Figure 1. The clock network.
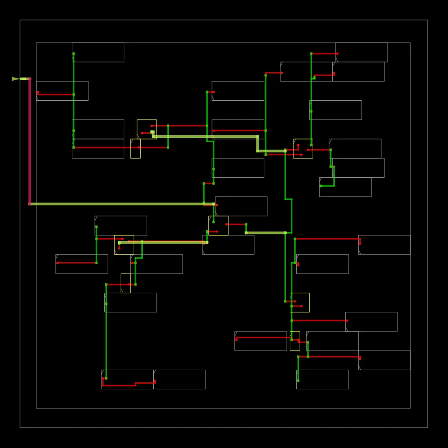
Figure 2. Nets reached from selected ports.
(6 px per um)
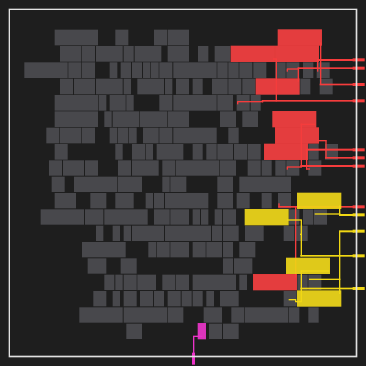
Figure 3. Metal layers overlaid.
(10 px per um) Two of the layers only.
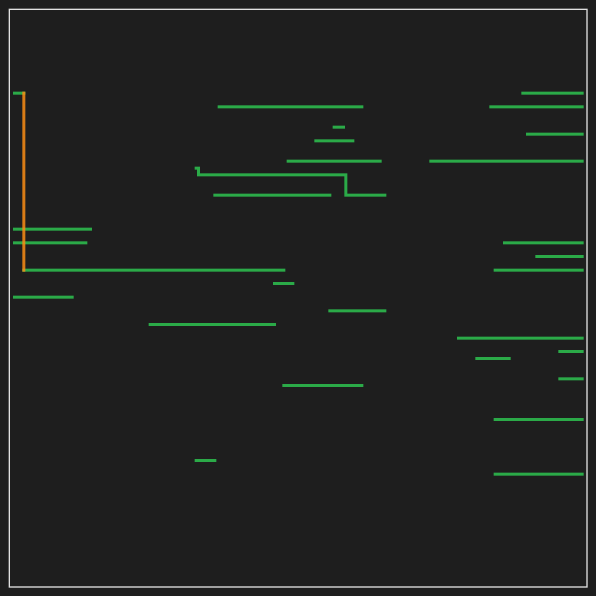
Figure 4. A small window of the routed layout.
Window x 33 to 53, y 33 to 53 um. Cells in grey, sequential cells in the stronger grey; small squares are vias.
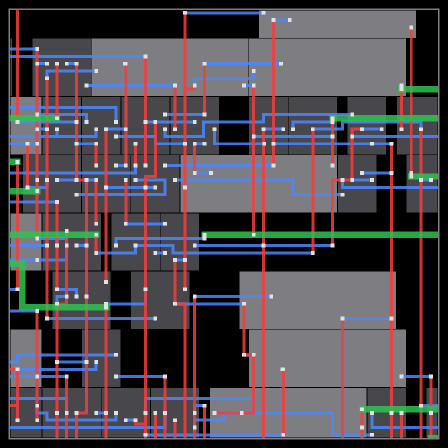
Figure 5. Met2 routing.
(6 px per um) Cells faint in the background.
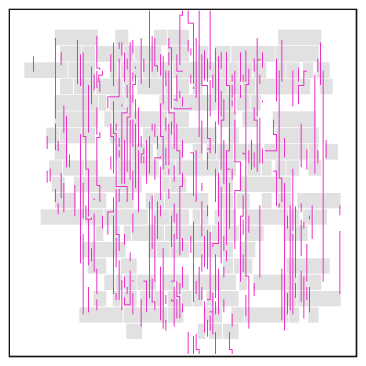
$ cat config.mk
export PLATFORM = sky130hd
export DESIGN_NAME = fixed_point_argmax
export DESIGN_NICKNAME = d
export VERILOG_FILES = /design/src/rtl/fixed_point_argmax_pkg.sv /design/src/rtl/fixed_point_argmax_comp.sv /design/src/rtl/fixed_point_argmax.sv
export SDC_FILE = /design/constraint.sdc
export NUM_CORES = 1
export LEC_CHECK = 0
export CAP_MARGIN = 20
export CORE_MARGIN = 2
export CORE_UTILIZATION = 59
export CTS_CLUSTER_DIAMETER = 200
export DETAILED_ROUTE_END_ITERATION = 6
export DONT_BUFFER_PORTS = 1
export PLACE_DENSITY = 0.75
export SYNTH_ARGS = -nofsm -noshare
export SYNTH_HDL_FRONTEND = slang
export SYNTH_HIERARCHICAL = 1
export SYNTH_SLANG_ARGS = --single-unit
export TNS_END_PERCENT = 20
$ cat constraint.sdc
create_clock -name CLK -period 4.6 [get_ports CLK]
set_clock_uncertainty 0.15 [all_clocks]
set_input_delay 0.69 -clock CLK [delete_from_list [all_inputs] [get_ports CLK]]
set_output_delay 0.69 -clock CLK [all_outputs]
set_load 0.02 [all_outputs]
$ cat src/rtl/fixed_point_argmax_pkg.sv
// Shared types and helpers for the fixed-point argmax block: FSM state enum
// and the index-width helper.
package fixed_point_pkg;

   typedef enum logic {
      ACCUM = 1'b0,
      HOLD  = 1'b1
   } state_t;

   // Never narrower than one bit, so NUM_INPUTS=2 still gets a real index port
   function automatic int unsigned idx_width(input int unsigned n);
      return (n <= 2) ? 1 : $clog2(n);
   endfunction

endpackage

$ cat src/rtl/fixed_point_argmax_comp.sv
// Signed magnitude compare of a sample against the running maximum.
module FIXED_POINT_COMP #(
   parameter int WIDTH = 8
) (
   input  logic signed [WIDTH-1:0] A,
   input  logic signed [WIDTH-1:0] B,
   output logic                    GT,
   output logic                    EQ
);

   assign GT = (A > B);
   assign EQ = (A == B);

endmodule

$ cat src/rtl/fixed_point_argmax.sv
// Streaming argmax over NUM_INPUTS signed fixed-point samples with a held result.
// Optional tie flag output enabled by defining FIXED_POINT_ARGMAX_TIE_FLAG_EN.
module fixed_point_argmax
   import fixed_point_pkg::*;
#(
   parameter  int WIDTH      = 8,
   parameter  int FRAC_BITS  = 3,
   parameter  int NUM_INPUTS = 10,
   localparam int IDX_W      = idx_width(NUM_INPUTS)
) (
   input  logic             CLK,
   input  logic             RST,
   input  logic [WIDTH-1:0] VALUE_IN,
   input  logic             VALUE_VALID_IN,
   output logic             VALUE_READY_OUT,
   output logic [WIDTH-1:0] MAX_VALUE_OUT,
   output logic [IDX_W-1:0] MAX_INDEX_OUT,
   output logic             RESULT_VALID_OUT,
`ifdef FIXED_POINT_ARGMAX_TIE_FLAG_EN
   output logic             TIE_OUT,
`endif
   input  logic             RESULT_READY_IN
);

   localparam logic [IDX_W-1:0] LAST_IDX = IDX_W'(NUM_INPUTS - 1);

   if (NUM_INPUTS < 2 || NUM_INPUTS > 256 || FRAC_BITS < 0 || FRAC_BITS > WIDTH) begin : g_bad_cfg
      $error("fixed_point_argmax: illegal NUM_INPUTS or FRAC_BITS");
   end

   state_t                   r_state, w_next_state;
   logic [IDX_W-1:0]         r_count;
   logic signed [WIDTH-1:0]  r_run_max, r_max_out, w_new_max;
   logic [IDX_W-1:0]         r_run_idx, r_idx_out, w_new_idx;
   logic                     w_accept, w_first, w_last, w_take, w_gt, w_eq;

   FIXED_POINT_COMP #(.WIDTH(WIDTH)) u_comp (
      .A  (VALUE_IN),
      .B  (r_run_max),
      .GT (w_gt),
      .EQ (w_eq)
   );

   assign w_accept  = VALUE_VALID_IN && VALUE_READY_OUT;
   assign w_first   = (r_count == '0);
   assign w_last    = (r_count == LAST_IDX);
   // Index 0 loads unconditionally; later samples win only when strictly greater
   assign w_take    = w_first || w_gt;
   assign w_new_max = w_take ? VALUE_IN : r_run_max;
   assign w_new_idx = w_take ? r_count : r_run_idx;

   always_ff @(posedge CLK) begin
      if (RST) r_state <= ACCUM;
      else     r_state <= w_next_state;
   end

   always_comb begin
      w_next_state     = r_state;
      VALUE_READY_OUT  = 1'b0;
      RESULT_VALID_OUT = 1'b0;
      case (r_state)
         ACCUM: begin
            VALUE_READY_OUT = !RST;
            if (VALUE_VALID_IN && !RST && w_last) w_next_state = HOLD;
         end
         HOLD: begin
            RESULT_VALID_OUT = 1'b1;
            if (RESULT_READY_IN) w_next_state = ACCUM;
         end
         default: w_next_state = ACCUM;
      endcase
   end

   always_ff @(posedge CLK) begin
      if (RST) begin
         r_count   <= '0;
         r_run_max <= '0;
         r_run_idx <= '0;
         r_max_out <= '0;
         r_idx_out <= '0;
      end else if (w_accept) begin
         r_run_max <= w_new_max;
         r_run_idx <= w_new_idx;
         if (w_last) begin
            r_count   <= '0;
            r_max_out <= w_new_max;
            r_idx_out <= w_new_idx;
         end else begin
            r_count <= r_count + IDX_W'(1);
         end
      end
   end

   assign MAX_VALUE_OUT = r_max_out;
   assign MAX_INDEX_OUT = r_idx_out;

`ifdef FIXED_POINT_ARGMAX_TIE_FLAG_EN
   logic r_run_tie, r_tie_out, w_new_tie;

   assign w_new_tie = w_take ? 1'b0 : (w_eq ? 1'b1 : r_run_tie);

   always_ff @(posedge CLK) begin
      if (RST) begin
         r_run_tie <= 1'b0;
         r_tie_out <= 1'b0;
      end else if (w_accept) begin
         r_run_tie <= w_new_tie;
         if (w_last) r_tie_out <= w_new_tie;
      end
   end

   assign TIE_OUT = r_tie_out;
`endif

endmodule

==> reports/qor.txt <==
Fin worst setup slack: 1.99 ns
Met3 routed WL: 232 um
Clock buffer count: 8
Wire length of the first global-routing pass: 5.69 mm
Proportion of cell area occupied by multi-input gates: 57.3%
Floorplan core area: 2730 um2
Met3 GRT Util: 7.14%
Via/cell ratio: 6.06
Leading cell type in the layout, fill and taps excluded: sky130_fd_sc_hd__dfxtp_1
Result of the run: finished clean
Capture endpoint of the worst hold path: r_count[2]
Htree depth: 2
Post-synthesis cell area: 1700 um2
Clock buffer depth: 2
DRT antenna net count: 0
Yosys stat area: 1700 um2
Static power due to leakage: 0.000629 uW
Critical path fanouts, max: 24
Crit-path slowest cell: sky130_fd_sc_hd__dfxtp_1
Post-layout total power: 496 uW
Fraction of synthesized cell area in xor and xnor cells: 0.516%
Non-filler instance count after layout: 221
Buffers and inverters on the worst path: 1
Detailed-routing wirelength on met1: 1.62 mm
Comb area: 973 um2
Hold_sp: RST
Class of the tightest hold or removal check: in -> reg
Ys Warns: 6
Hold buffer count at CTS: 0
Via count of the first global-routing pass: 1185
Reg2Reg Capture Point: r_run_idx[2]
Core Util, Final: 62.1%
Maximum number of pins on one net before global-route repair: 44
Share of flip-flops with an asynchronous set or reset: 0%
Filler Cell Count: 227
Global routing usage on met2: 33.0%
Die Ht: 57.6 um
Crit path largest cell delay: 0.40 ns
Master cell of the clock root buffer: sky130_fd_sc_hd__clkbuf_4
R2r worst-path depth: 7
Dominant register cell in the synthesized netlist: sky130_fd_sc_hd__dfxtp_1
Critical R2R Launch: r_run_max[5]
Number of rows in the core area: 19
Transition at the pin with the smallest max-transition slack: 0.626 ns
Post-synthesis share of cell area spent on full adders, half adders and majority gates: 5.90%
Back to the opening pictures, Figure 1:
worst-skew pair later-pin latency: 0.32 ns
layout sequential cell count: 29
clock buffers created by TritonCTS: 5
clk sink count: 29

Back to the opening pictures, Figure 2:
[magenta] `VALUE_READY_OUT` | direction: output | edge: bottom | end cells: 1 | buffers: 0 | wire: 4.30 um
[red] `MAX_VALUE_OUT` | direction: output | edge: right | end cells: 8 | buffers: 0 | wire: 127 um
[yellow] `MAX_INDEX_OUT` | direction: output | edge: right | end cells: 4 | buffers: 0 | wire: 63.4 um

Back to the opening pictures, Figure 3:
[green] metal 3 | wire length: 232 um
[orange] metal 4 | wire length: 17.7 um

Back to the opening pictures, Figure 4:
[blue] metal 1
[green] metal 3
[red] metal 2
sequential cells in the window: 6
most frequent: dfxtp_1 (6), a31oi_1 (6)
netlist names of flops here include: `MAX_VALUE_OUT` (6)
cells with their middle in the window: 31

Back to the opening pictures, Figure 5:
nets with wire on the layer: 156
main direction: vertical
wire length on this layer: 1610 um

==> worst reg2reg max path: cells and delay by family (launching register included) <==
family	cells	cell delay, ns
AND-OR/OR-AND	5	1.61
buffers and inverters	1	0.06
flip-flops	1	0.40
adder cells (fa/ha/maj)	1	0.29
==> cell families after synthesis <==
logic type / after synthesis
AND/OR/NAND/NOR: 69
AND-OR/OR-AND: 52
buffers and inverters: 29
flip-flops: 29
multiplexers: 8
adder cells (fa/ha/maj): 8
XOR/XNOR: 1
==> synthesized netlist by cell type, types with 2 or more instances <==
cell type,instances,area share (%)
sky130_fd_sc_hd__inv_1,15,3.3
sky130_fd_sc_hd__buf_2,4,1.2
sky130_fd_sc_hd__a31o_2,2,1.0
sky130_fd_sc_hd__or2b_1,2,0.88
sky130_fd_sc_hd__a21oi_1,20,5.9
sky130_fd_sc_hd__mux2i_1,8,4.7
sky130_fd_sc_hd__nand2_1,3,0.66
sky130_fd_sc_hd__nor2b_1,13,4.8
sky130_fd_sc_hd__nand4_1,2,0.74
sky130_fd_sc_hd__nand3b_1,9,4.0
sky130_fd_sc_hd__nand2b_1,20,7.4
sky130_fd_sc_hd__or2_2,3,1.1
sky130_fd_sc_hd__or3_1,2,0.74
sky130_fd_sc_hd__nor2_1,5,1.1
sky130_fd_sc_hd__a31oi_1,9,3.3
sky130_fd_sc_hd__o21ai_0,11,3.2
sky130_fd_sc_hd__ha_1,8,5.9
sky130_fd_sc_hd__clkbuf_1,6,1.3
sky130_fd_sc_hd__nor3_1,2,0.59
sky130_fd_sc_hd__o32ai_1,4,2.1
sky130_fd_sc_hd__dfxtp_1,29,34
==> power by group <==
part | internal (uW) | switching (uW)
registers | 259 | 10.8
logic | 36.5 | 45.1
clock network | 60.8 | 83.4
total | 356 | 139
No activity file was given, so power comes from the tool's default toggle rates.
